## config.mk

```make
export PLATFORM = sky130hd
export DESIGN_NAME = clock_disp_scan
export DESIGN_NICKNAME = d
export VERILOG_FILES = /design/src/rtl/clock_disp_pkg.sv /design/src/rtl/clock_disp_scan_seg7_decode.sv /design/src/rtl/clock_disp_scan.sv
export SDC_FILE = /design/constraint.sdc
export NUM_CORES = 1
export LEC_CHECK = 0
export CORE_UTILIZATION = 40
export CTS_BUF_LIST = sky130_fd_sc_hd__clkbuf_4 sky130_fd_sc_hd__clkbuf_8 sky130_fd_sc_hd__clkbuf_16
export DETAILED_ROUTE_END_ITERATION = 6
export GPL_ROUTABILITY_DRIVEN = 0
export PLACE_DENSITY = 0.69
export SYNTH_ARGS = -nofsm -noshare
export SYNTH_HDL_FRONTEND = slang
export SYNTH_SLANG_ARGS = --single-unit
```

## constraint.sdc

```tcl
create_clock -name clk -period 3.35 [get_ports clk]
set_input_delay 0.5025 -clock clk [delete_from_list [all_inputs] [get_ports clk]]
set_output_delay 0.5025 -clock clk [all_outputs]
set_load 0.01 [all_outputs]
```

## src/rtl/clock_disp_pkg.sv

```systemverilog
// Shared constants and types for the six-digit clock display scanner.
// Segment codes are active-high, bit order g..a.
package clock_disp_pkg;

    localparam int NUM_DIGITS = 6;

    localparam logic [6:0] SEG7_0     = 7'h3F;
    localparam logic [6:0] SEG7_1     = 7'h06;
    localparam logic [6:0] SEG7_2     = 7'h5B;
    localparam logic [6:0] SEG7_3     = 7'h4F;
    localparam logic [6:0] SEG7_4     = 7'h66;
    localparam logic [6:0] SEG7_5     = 7'h6D;
    localparam logic [6:0] SEG7_6     = 7'h7D;
    localparam logic [6:0] SEG7_7     = 7'h07;
    localparam logic [6:0] SEG7_8     = 7'h7F;
    localparam logic [6:0] SEG7_9     = 7'h6F;
    localparam logic [6:0] SEG7_DASH  = 7'h40;
    localparam logic [6:0] SEG7_BLANK = 7'h00;

    typedef enum logic [1:0] {
        BLINK_NONE = 2'd0,
        BLINK_HRS  = 2'd1,
        BLINK_MIN  = 2'd2,
        BLINK_SEC  = 2'd3
    } blink_sel_t;

    typedef logic [2:0] digit_idx_t;

    localparam digit_idx_t LAST_DIGIT = 3'd5;

    // Which time field a digit position belongs to; never returns BLINK_NONE.
    function automatic blink_sel_t field_of(input digit_idx_t idx);
        blink_sel_t f;
        case (idx)
            3'd0, 3'd1: f = BLINK_HRS;
            3'd2, 3'd3: f = BLINK_MIN;
            default:    f = BLINK_SEC;
        endcase
        return f;
    endfunction

endpackage

```

## src/rtl/clock_disp_scan_seg7_decode.sv

```systemverilog
// Combinational BCD to seven-segment decoder, active-high g..a.
// Values above 9 decode to a dash.
module seg7_decode
    import clock_disp_pkg::*;
(
    input  logic [7:0] val_i,
    output logic [6:0] code_o
);

    always_comb begin
        case (val_i)
            8'd0:    code_o = SEG7_0;
            8'd1:    code_o = SEG7_1;
            8'd2:    code_o = SEG7_2;
            8'd3:    code_o = SEG7_3;
            8'd4:    code_o = SEG7_4;
            8'd5:    code_o = SEG7_5;
            8'd6:    code_o = SEG7_6;
            8'd7:    code_o = SEG7_7;
            8'd8:    code_o = SEG7_8;
            8'd9:    code_o = SEG7_9;
            default: code_o = SEG7_DASH;
        endcase
    end

endmodule

```

## src/rtl/clock_disp_scan.sv

```systemverilog
// Multiplexed six-digit display scanner with frame-shadowed digits,
// hours-tens zero blanking, field blinking and a blinking colon.
module clock_disp_scan
    import clock_disp_pkg::*;
#(
    parameter int SCAN_DIV       = 50000,
    parameter int BLINK_DIV      = 64,
    parameter int SEG_ACTIVE_LOW = 1,
    parameter int AN_ACTIVE_LOW  = 1
) (
    input  logic       clk,
    input  logic       rst,
    input  logic       en,
    input  logic [7:0] hrs_tens,
    input  logic [7:0] hrs_ones,
    input  logic [7:0] min_tens,
    input  logic [7:0] min_ones,
    input  logic [7:0] sec_tens,
    input  logic [7:0] sec_ones,
    input  logic [1:0] blink_sel,
    output logic [7:0] seg,
    output logic [5:0] an
);

    localparam int PRESC_W = $clog2(SCAN_DIV);
    localparam int BLINK_W = (BLINK_DIV > 1) ? $clog2(BLINK_DIV) : 1;
    localparam logic [PRESC_W-1:0] LAST_PRESC = PRESC_W'(SCAN_DIV - 1);
    localparam logic [BLINK_W-1:0] LAST_BLINK = BLINK_W'(BLINK_DIV - 1);
    localparam logic [7:0] SEG_OFF = (SEG_ACTIVE_LOW != 0) ? 8'hFF : 8'h00;
    localparam logic [5:0] AN_OFF  = (AN_ACTIVE_LOW != 0) ? 6'h3F : 6'h00;

    logic [PRESC_W-1:0] presc_q, presc_d;
    digit_idx_t         idx_q, idx_d;
    logic [BLINK_W-1:0] blink_cnt_q, blink_cnt_d;
    logic               phase_q, phase_d;
    logic [7:0]         shadow_q [NUM_DIGITS];
    logic [7:0]         shadow_d [NUM_DIGITS];
    logic [7:0]         in_vals  [NUM_DIGITS];
    logic [6:0]         dec_code [NUM_DIGITS];
    logic [7:0]         seg_q, seg_d;
    logic [5:0]         an_q, an_d;

    logic               tick;
    logic [7:0]         cur_val;
    logic [6:0]         cur_code;
    logic               cur_dp;

    assign in_vals[0] = hrs_tens;
    assign in_vals[1] = hrs_ones;
    assign in_vals[2] = min_tens;
    assign in_vals[3] = min_ones;
    assign in_vals[4] = sec_tens;
    assign in_vals[5] = sec_ones;

    generate
        for (genvar gi = 0; gi < NUM_DIGITS; gi++) begin : g_dec
            seg7_decode u_dec (
                .val_i  (shadow_q[gi]),
                .code_o (dec_code[gi])
            );
        end
    endgenerate

    always_comb begin
        tick        = en && (presc_q == LAST_PRESC);
        presc_d     = presc_q;
        idx_d       = idx_q;
        blink_cnt_d = blink_cnt_q;
        phase_d     = phase_q;
        shadow_d    = shadow_q;
        cur_val     = '0;
        cur_code    = SEG7_BLANK;

        for (int i = 0; i < NUM_DIGITS; i++) begin
            if (idx_q == digit_idx_t'(i)) begin
                cur_val  = shadow_q[i];
                cur_code = dec_code[i];
            end
        end

        if (idx_q == 3'd0 && cur_val == 8'd0) begin
            cur_code = SEG7_BLANK;
        end
        if (!phase_q && field_of(idx_q) == blink_sel_t'(blink_sel)) begin
            cur_code = SEG7_BLANK;
        end
        cur_dp = phase_q && (idx_q == 3'd1 || idx_q == 3'd3);

        if (en) begin
            presc_d = tick ? '0 : presc_q + PRESC_W'(1);
            // Latch a whole frame at once so a digit never changes mid-scan.
            if (idx_q == 3'd0 && presc_q == '0) begin
                shadow_d = in_vals;
            end
            if (tick) begin
                if (idx_q == LAST_DIGIT) begin
                    idx_d = 3'd0;
                    if (blink_cnt_q == LAST_BLINK) begin
                        blink_cnt_d = '0;
                        phase_d     = ~phase_q;
                    end else begin
                        blink_cnt_d = blink_cnt_q + BLINK_W'(1);
                    end
                end else begin
                    idx_d = idx_q + 3'd1;
                end
            end
        end

        // XOR with the off pattern applies the board polarity in one place.
        seg_d = en ? ({cur_dp, cur_code} ^ SEG_OFF) : SEG_OFF;
        an_d  = en ? ((6'd1 << idx_q) ^ AN_OFF) : AN_OFF;
    end

    always_ff @(posedge clk) begin
        if (rst) begin
            presc_q     <= '0;
            idx_q       <= 3'd0;
            blink_cnt_q <= '0;
            phase_q     <= 1'b1;
            for (int i = 0; i < NUM_DIGITS; i++) begin
                shadow_q[i] <= '0;
            end
            seg_q       <= SEG_OFF;
            an_q        <= AN_OFF;
        end else begin
            presc_q     <= presc_d;
            idx_q       <= idx_d;
            blink_cnt_q <= blink_cnt_d;
            phase_q     <= phase_d;
            shadow_q    <= shadow_d;
            seg_q       <= seg_d;
            an_q        <= an_d;
        end
    end

    assign seg = seg_q;
    assign an  = an_q;

endmodule

```

==> impl_metrics.py, run 1 <==
# Metrics from the implementation run
metrics = {
    "run_status": {
        "status": "finished with violations",
        "violations": "design-rule violations",
    },
    "synth": {
        "ys.flops": 130,
        "ys_sh_adder_pct": 8.06,
        "mux_area_share_pct": 1.73,
        "yosysCellCount": 732,
        "ys_area_um2": 6210,
        "avgSynthCellArea_um2": 8.48,
        "postSynthCellCount": 732,
        "syn-cell-area_um2": 6210,
        "compound_area_share_pct": 19.5,
        "synthDistinctLibCells": 59,
        "logic_family": "simple AND/OR/NAND/NOR gates",
        "synth_nets": 825,
    },
    "sta": {
        "rsz0062_at_grt": "no",
        "finalCriticalPeriod_ns": 2.83,
        "slew_viol_final": 0,
        "finalSetupViolations": 0,
        "worst_pin_slew_ns": 0.899,
        "finalHoldViolCount": 0,
        "slew_headroom_pct": 39.5,
        "fin_setup_tns_ns": 0,
        "fin_crit_sh_pct": 84.5,
        "setup_ws_ns": 0.519,
        "clock-skew-final_ns": 0.00761,
    },
    "setup_path": {
        "rr_worst_depth": 13,
        "slowest_delay_ns": 0.45,
        "crit_chain": "inv_1, ha_1, nor4b_2, buf_4, and3_1, nand2_1, nand2_1, a21oi_1, inv_1, ha_1, inv_1, o2bb2ai_1, a211oi_1",
        "crit_path_top_delay_cell": "nand2_1",
        "crit_family": "simple AND/OR/NAND/NOR gates",
        "cp-start-kind": "flop",
        "worstSetupPathDepth": 13,
        "required_ns": 3.63,
        "cp-end-kind": "flop",
        "crit_top_cell": "inv_1",
        "worstPathMaxFanout": 13,
        "reg2reg_slack_ns": 0.52,
        "critPathLaunch": "presc_q[0]$_SDFFE_PP0P_",
        "crit_arrival_ns": 3.11,
    },
    "clocking": {
        "hold_buffers": 0,
        "cts_tree": "built",
        "clock-root-buffer": "clkbuf_16",
        "htreeDepth": 4,
        "cts.repair.resized": 0,
        "clock-sinks": 130,
        "cts_setup_buffers": 0,
        "path_clk_slew_ns": 0.05,
        "clock_path_buffers": 2,
    },
    "pwr": {
        "internal_power_mw": 3.08,
        "clockPowerShare_pct": 43.7,
        "sw_frac_of_total_pct": 24.6,
        "pwr_density_cell_nw_per_um2": 532,
        "leakage_nw": 3.24,
        "p_comb_share_pct": 13.9,
        "peakVddDrop_mv": 0.373,
    },
    "detailed_routing": {
        "drc": 2,
        "wl_per_cell_um": 15.8,
        "firstDrtPassIters": 7,
        "drt-total-wl_um": 15800,
        "viasPerCell": 5.37,
        "num_vias": 5370,
        "initialDrtViolationCount": 354,
    },
    "place": {
        "dpl_cell_area_um2": 7100,
        "place_hpwl_um": 11400,
        "numPortBuffers": 66,
        "place_inst": 971,
    },
    "floorplan": {
        "core_area_um2": 15200,
        "die_h_um": 127,
        "initial_core_util_pct": 40.9,
        "die_x_um": 127,
        "io_pins": 67,
    },
    "finish": {
        "stdcell_count": 1000,
        "n_fill_cell": 1418,
        "antennaDiodeCount": 0,
        "drive_above_1_share_pct": 9.36,
        "fin_nets": 895,
        "syn2layout_area_growth_pct": 23.4,
        "design_area_um2": 7660,
    },
    "hold_path": {
        "holdPathEnd": "shadow_q[7]$_SDFFE_PP0N_",
        "worstHoldStart": "shadow_q[7]$_SDFFE_PP0N_",
        "hold-path-cell-count": 2,
    },
    "global_route": {
        "grt_first_pass_wirelength_um": 25800,
        "overflow": 0,
        "antenna_found_initial": 0,
        "grt_pass1_vias": 5071,
    },
    "job": {
        "cap_violations": 0,
        "tool_warnings": 57,
    },
}
-- run 1: per-layer routing --
layer / part of all wire, % / GRT usage (%) / vias up
li1: - / - / 2676
met1: 47 / 27.5 / 2489
met2: 44 / 31.9 / 181
met3: 6.4 / 4.51 / 24
met4: 2.6 / 9.36 / 0
met5: 0 / 0 / -
-- run 1: cell type report --
type / count / area share, %
sequential: 130 / 34.0
timing repair buffer: 88 / 10.7
tap: 188 / 3.07
multi-input combinational: 529 / 43.1
inverter: 36 / 1.76
clock inverter: 6 / 1.08
clock buffer: 23 / 6.30
-- run 1: placed cells by master, fill, tap and decap left out, types with 3 or more instances in the layout --
cell type,count
nand3_1,35
a21oi_1,53
mux2_2,6
nor4_1,7
and2_1,10
o22ai_1,3
a211oi_1,12
o21ai_0,47
o2bb2ai_1,6
dfxtp_1,130
a22oi_1,7
nor2_1,43
buf_4,22
a21o_1,26
clkbuf_4,4
clkbuf_16,17
xor2_1,11
clkdlybuf4s50_1,65
ha_1,40
or4_1,5
inv_1,35
a221oi_1,6
nor3_1,8
clkinv_2,3
xnor2_1,8
mux2i_1,4
nand3b_1,12
nor2b_1,3
a22o_1,6
nand4_1,4
and3_1,6
nand2_1,111
nand2b_1,5
o31ai_1,3
a21oi_2,6
and2_0,6
o21ai_1,6
-- run 1: synthesized netlist by cell type, types with 10 or more instances --
cell / instances / area [µm²]
inv_1: 35 / 131
nand3_1: 35 / 175
a21o_1: 26 / 195
clkbuf_1: 21 / 78.8
a21oi_1: 53 / 265
xor2_1: 11 / 96.3
and2_1: 10 / 62.6
a211oi_1: 12 / 90.1
o21ai_0: 47 / 235
nor2_1: 43 / 161
nand2_1: 111 / 417
buf_2: 11 / 55.1
dfxtp_1: 130 / 2600
nand3b_1: 12 / 90.1
ha_1: 40 / 500
Fig. 1: run 1, clock network drawn from the DEF
Scale bar: 50 µm.
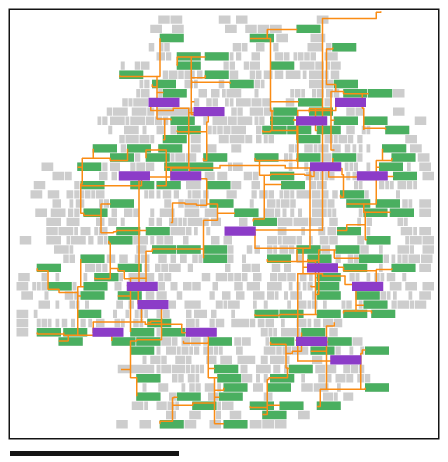
[clock-net drivers] purple | count: 17
[clock wires] orange | length: 1600 µm
[flip-flops] green | count: 130
routed clock nets	18
P_clk: 1.78 mW
clk_lat worst skew: 0.42 ns

Fig. 2: run 1, sequential cells coloured by netlist name
Other sequential cells in the stronger grey, the rest of the logic in the fainter grey.
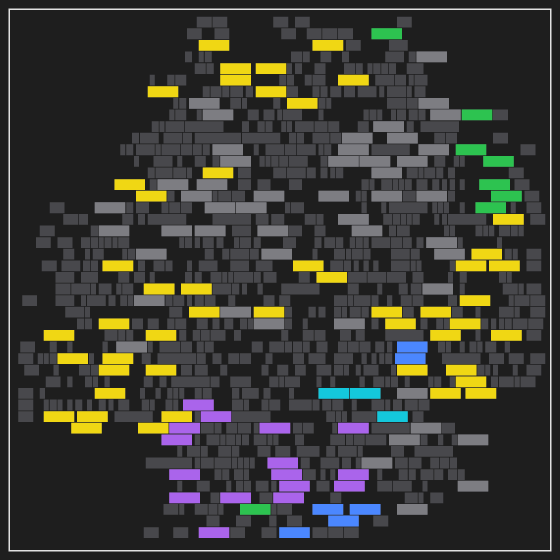
netlist name	colour	flops
shadow_q	yellow	48
seg	green	8
idx_q	cyan	3
presc_q	purple	16
an	blue	6
sequential cell area share: 34.0%
sequential logic power: 1.73 mW

Fig. 3: run 1, placed cells, one colour a class
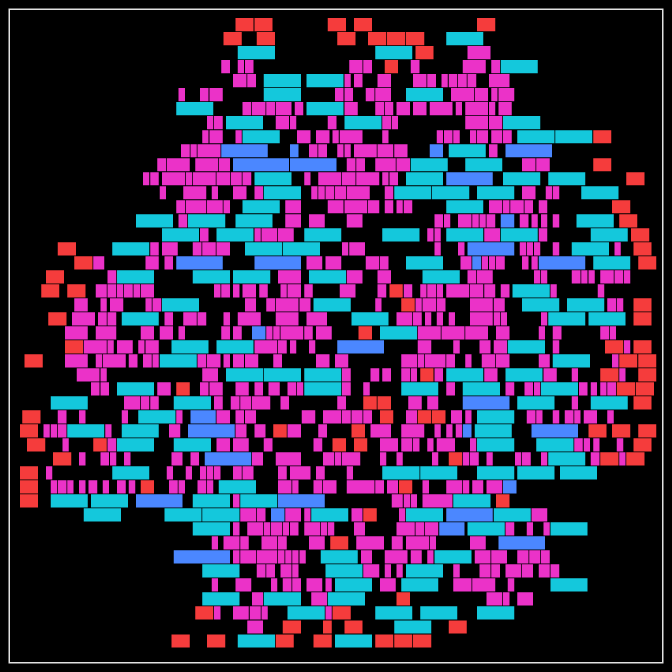
class	colour	cells	share of their area
registers	cyan	130	35%
remaining buffers and delay cells	red	88	11%
clock drivers and dummy loads	blue	29	7.6%
remaining logic cells	magenta	565	46%

Fig. 4: run 1, gate families picked out
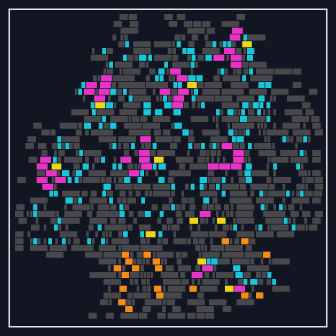

## Run 2: what changed since run 1
==> constraint.sdc (replaced) <==
create_clock -name clk -period 2.8 [get_ports clk]
set_input_delay 0.42 -clock clk [delete_from_list [all_inputs] [get_ports clk]]
set_output_delay 0.42 -clock clk [all_outputs]
set_load 0.01 [all_outputs]
Fig. 5: run 2, gate families picked out
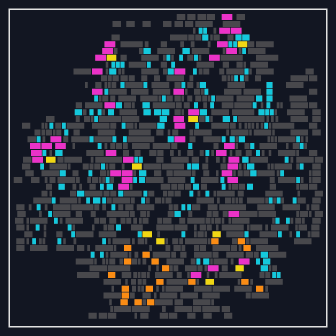
family	colour	cells	most used
mux cells	yellow	10	mux2_2
aoi and oai cells	cyan	154	a21oi_1
xor and xnor cells	orange	19	xor2_1
fa/ha/maj cells	magenta	40	ha_1

==> run 2 against run 1 <==
The run still ends with design-rule violations left. Die size unchanged. Fmax is 9.2% higher. Global-route usage increased by 0.36 points. Total power increased by 27%. Register-to-register slack worse by 0.31 ns. Hold slack improved by 0.0010 ns. Combinational power is 28% higher. Final cell count rose by 3.6%. Final area grew 4.6%. Synthesized cell count stayed put. Critical path type unchanged.
==> impl_metrics.py, run 2 <==
# Metrics from the implementation run
metrics = {
    "floorplan": {
        "die_x_um": 127,
        "initial_core_util_pct": 40.9,
        "die_h_um": 127,
        "io_pins": 67,
        "core_area_um2": 15200,
    },
    "setup_path": {
        "reg2reg_slack_ns": 0.21,
        "crit_family": "simple AND/OR/NAND/NOR gates",
        "critPathLaunch": "presc_q[5]$_SDFFE_PP0P_",
        "worstPathMaxFanout": 13,
        "slowest_delay_ns": 0.57,
        "cp-end-kind": "flop",
        "worstSetupPathDepth": 9,
        "crit_arrival_ns": 2.95,
        "crit_chain": "or4_4, nand2b_4, buf_4, o21ai_0, a21o_1, inv_1, ha_1, mux2_2, o21ai_0",
        "crit_top_cell": "o21ai_0",
        "required_ns": 3.15,
        "cp-start-kind": "flop",
        "rr_worst_depth": 9,
        "crit_path_top_delay_cell": "or4_4",
    },
    "global_route": {
        "grt_first_pass_wirelength_um": 26100,
        "grt_max_degree": 32,
        "antenna_found_initial": 0,
        "grt_pass1_vias": 5170,
        "overflow": 0,
        "grt_usage_pct": 21.0,
    },
    "synth": {
        "top_cell": "dfxtp_1",
        "topCellsByArea": "dfxtp_1 (42%), ha_1 (8.1%), nand2_1 (6.7%)",
        "ys_area_um2": 6210,
        "synth_nets": 825,
        "postSynthCellCount": 732,
        "top_cells_by_count": "dfxtp_1 (130), nand2_1 (111), a21oi_1 (53), o21ai_0 (47), nor2_1 (43)",
        "top_cell_area_share_pct": 41.9,
        "syn-cell-area_um2": 6210,
        "ys.flops": 130,
        "avgSynthCellArea_um2": 8.48,
        "synthDistinctLibCells": 59,
        "yosysCellCount": 732,
    },
    "job": {
        "cap_violations": 0,
        "tool_warnings": 57,
    },
    "finish": {
        "antennaDiodeCount": 0,
        "stdcell_count": 1036,
        "lay_top_cells": "dfxtp_1 (130), nand2_1 (111), clkdlybuf4s50_1 (65)",
        "fin_nets": 928,
        "syn2layout_area_growth_pct": 29.0,
        "postLayoutCoreUtil_pct": 52.7,
    },
    "clocking": {
        "cts_tree": "built",
        "clock-sinks": 130,
        "path_clk_slew_ns": 0.06,
        "clock_path_buffers": 2,
        "htreeDepth": 4,
        "clock-root-buffer": "clkbuf_16",
        "clock.latency.late_pin_ns": 0.42,
    },
    "run_status": {
        "violations": "design-rule violations",
        "status": "finished with violations",
    },
    "sta": {
        "finalHoldViolCount": 0,
        "clock-skew-final_ns": 0.00527,
        "fmax_ghz": 0.386,
        "worst_pin_slew_ns": 0.847,
        "setup_ws_ns": 0.206,
        "rsz0062_at_grt": "no",
        "slew_viol_final": 0,
        "fin_crit_sh_pct": 92.6,
        "finalSetupViolations": 0,
    },
    "pwr": {
        "clockPowerShare_pct": 46.1,
        "internal_power_mw": 3.90,
        "sw_frac_of_total_pct": 24.7,
        "leakage_nw": 3.43,
        "pwr_density_cell_nw_per_um2": 646,
        "p_comb_share_pct": 14.0,
    },
    "detailed_routing": {
        "wl_per_cell_um": 15.3,
        "drc": 2,
        "num_vias": 5484,
        "initialDrtViolationCount": 418,
        "firstDrtPassIters": 6,
        "viasPerCell": 5.29,
    },
    "place": {
        "numPortBuffers": 66,
        "place_inst": 1001,
        "place_hpwl_um": 11700,
    },
    "hold_path": {
        "worstHoldStart": "shadow_q[15]$_SDFFE_PP0N_",
        "holdPathEnd": "shadow_q[15]$_SDFFE_PP0N_",
        "hold-path-cell-count": 2,
    },
}
Fig. 6: run 2, the clock network
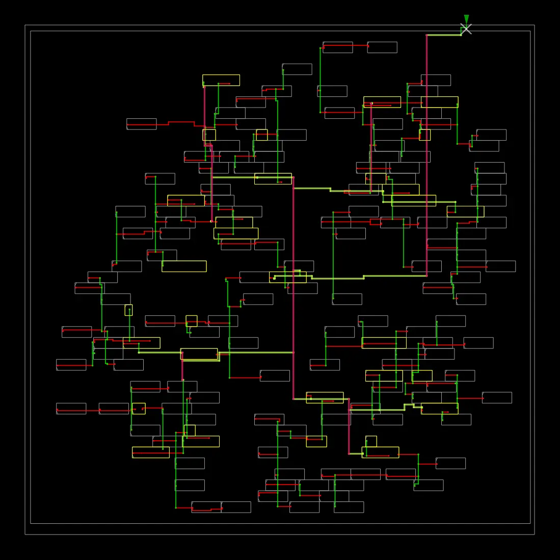
number of buffers created by CTS: 17
P_clk: 2.39 mW

[run 2: cell counts after synthesis]
No cell type changed its count.
[run 2: layout make-up]
type / count / area [µm²]
multi-input cells: 529 / 3310
inverters: 36 / 135
repair buffers: 121 / 1080
clock buffers: 20 / 467
well taps: 188 / 235
clock inverters: 12 / 180
flip-flops and latches: 130 / 2600
fillers: 1421 / 7190
[run 2: cell families after synthesis]
| logic type | Yosys count | share of synthesized area [%] |
|---|---|---|
| mux | 10 | 1.73 |
| compound gates | 191 | 19.5 |
| flops | 130 | 41.9 |
| xor+xnor | 19 | 2.68 |
| simple gates | 269 | 21.3 |
| fa+ha+maj | 40 | 8.06 |
| buf+inv | 73 | 4.88 |
[run 2: through the flow]
stage | area (µm²) | setup TNS [ns]
4_1_cts | 7980 | 0
5_1_grt | 8020 | 0
6_report | 8020 | 0
2_1_floorplan | 6210 | 0
3_5_place_dp | 7340 | -0.186
3_3_place_gp | 7340 | 0
[run 2: per-layer routing]
layer  up-vias  global-route usage (%)  wire [µm]
met1      2569                    28.1       7740
met4         0                    8.36        300
li1       2746                       -          -
met5         -                       0          0
met2       143                    33.1       7140
met3        26                    4.30        642
[run 2: power groups by stage]
stage,Clock [mW],Combinational [mW],Sequential (mW)
after floorplan,0,0.427,2.08
after global placement,0,0.704,2.10
after detailed placement,0,0.711,2.10
after CTS,2.42,0.719,2.06
after global routing,2.50,0.810,2.08
final,2.39,0.727,2.06
[run 2: timing repair]
| action | 4_1_cts | 5_1_grt |
|---|---|---|
| setup endpoints to repair | 0 | 3 |
| gates resized | 0 | 1 |
| endpoints found under the hold margin | 0 | 0 |
| hold buffers | 0 | 0 |
| buffers inserted | 0 | 3 |
[run 2: tightest hold or removal path, cell delays in order (launching register included)]
cell and delay [ns]:
dfxtp_1 0.30, nand2_1 0.05, a21oi_1 0.05
Power figures rest on the tool's default switching activity, not on a simulated workload.
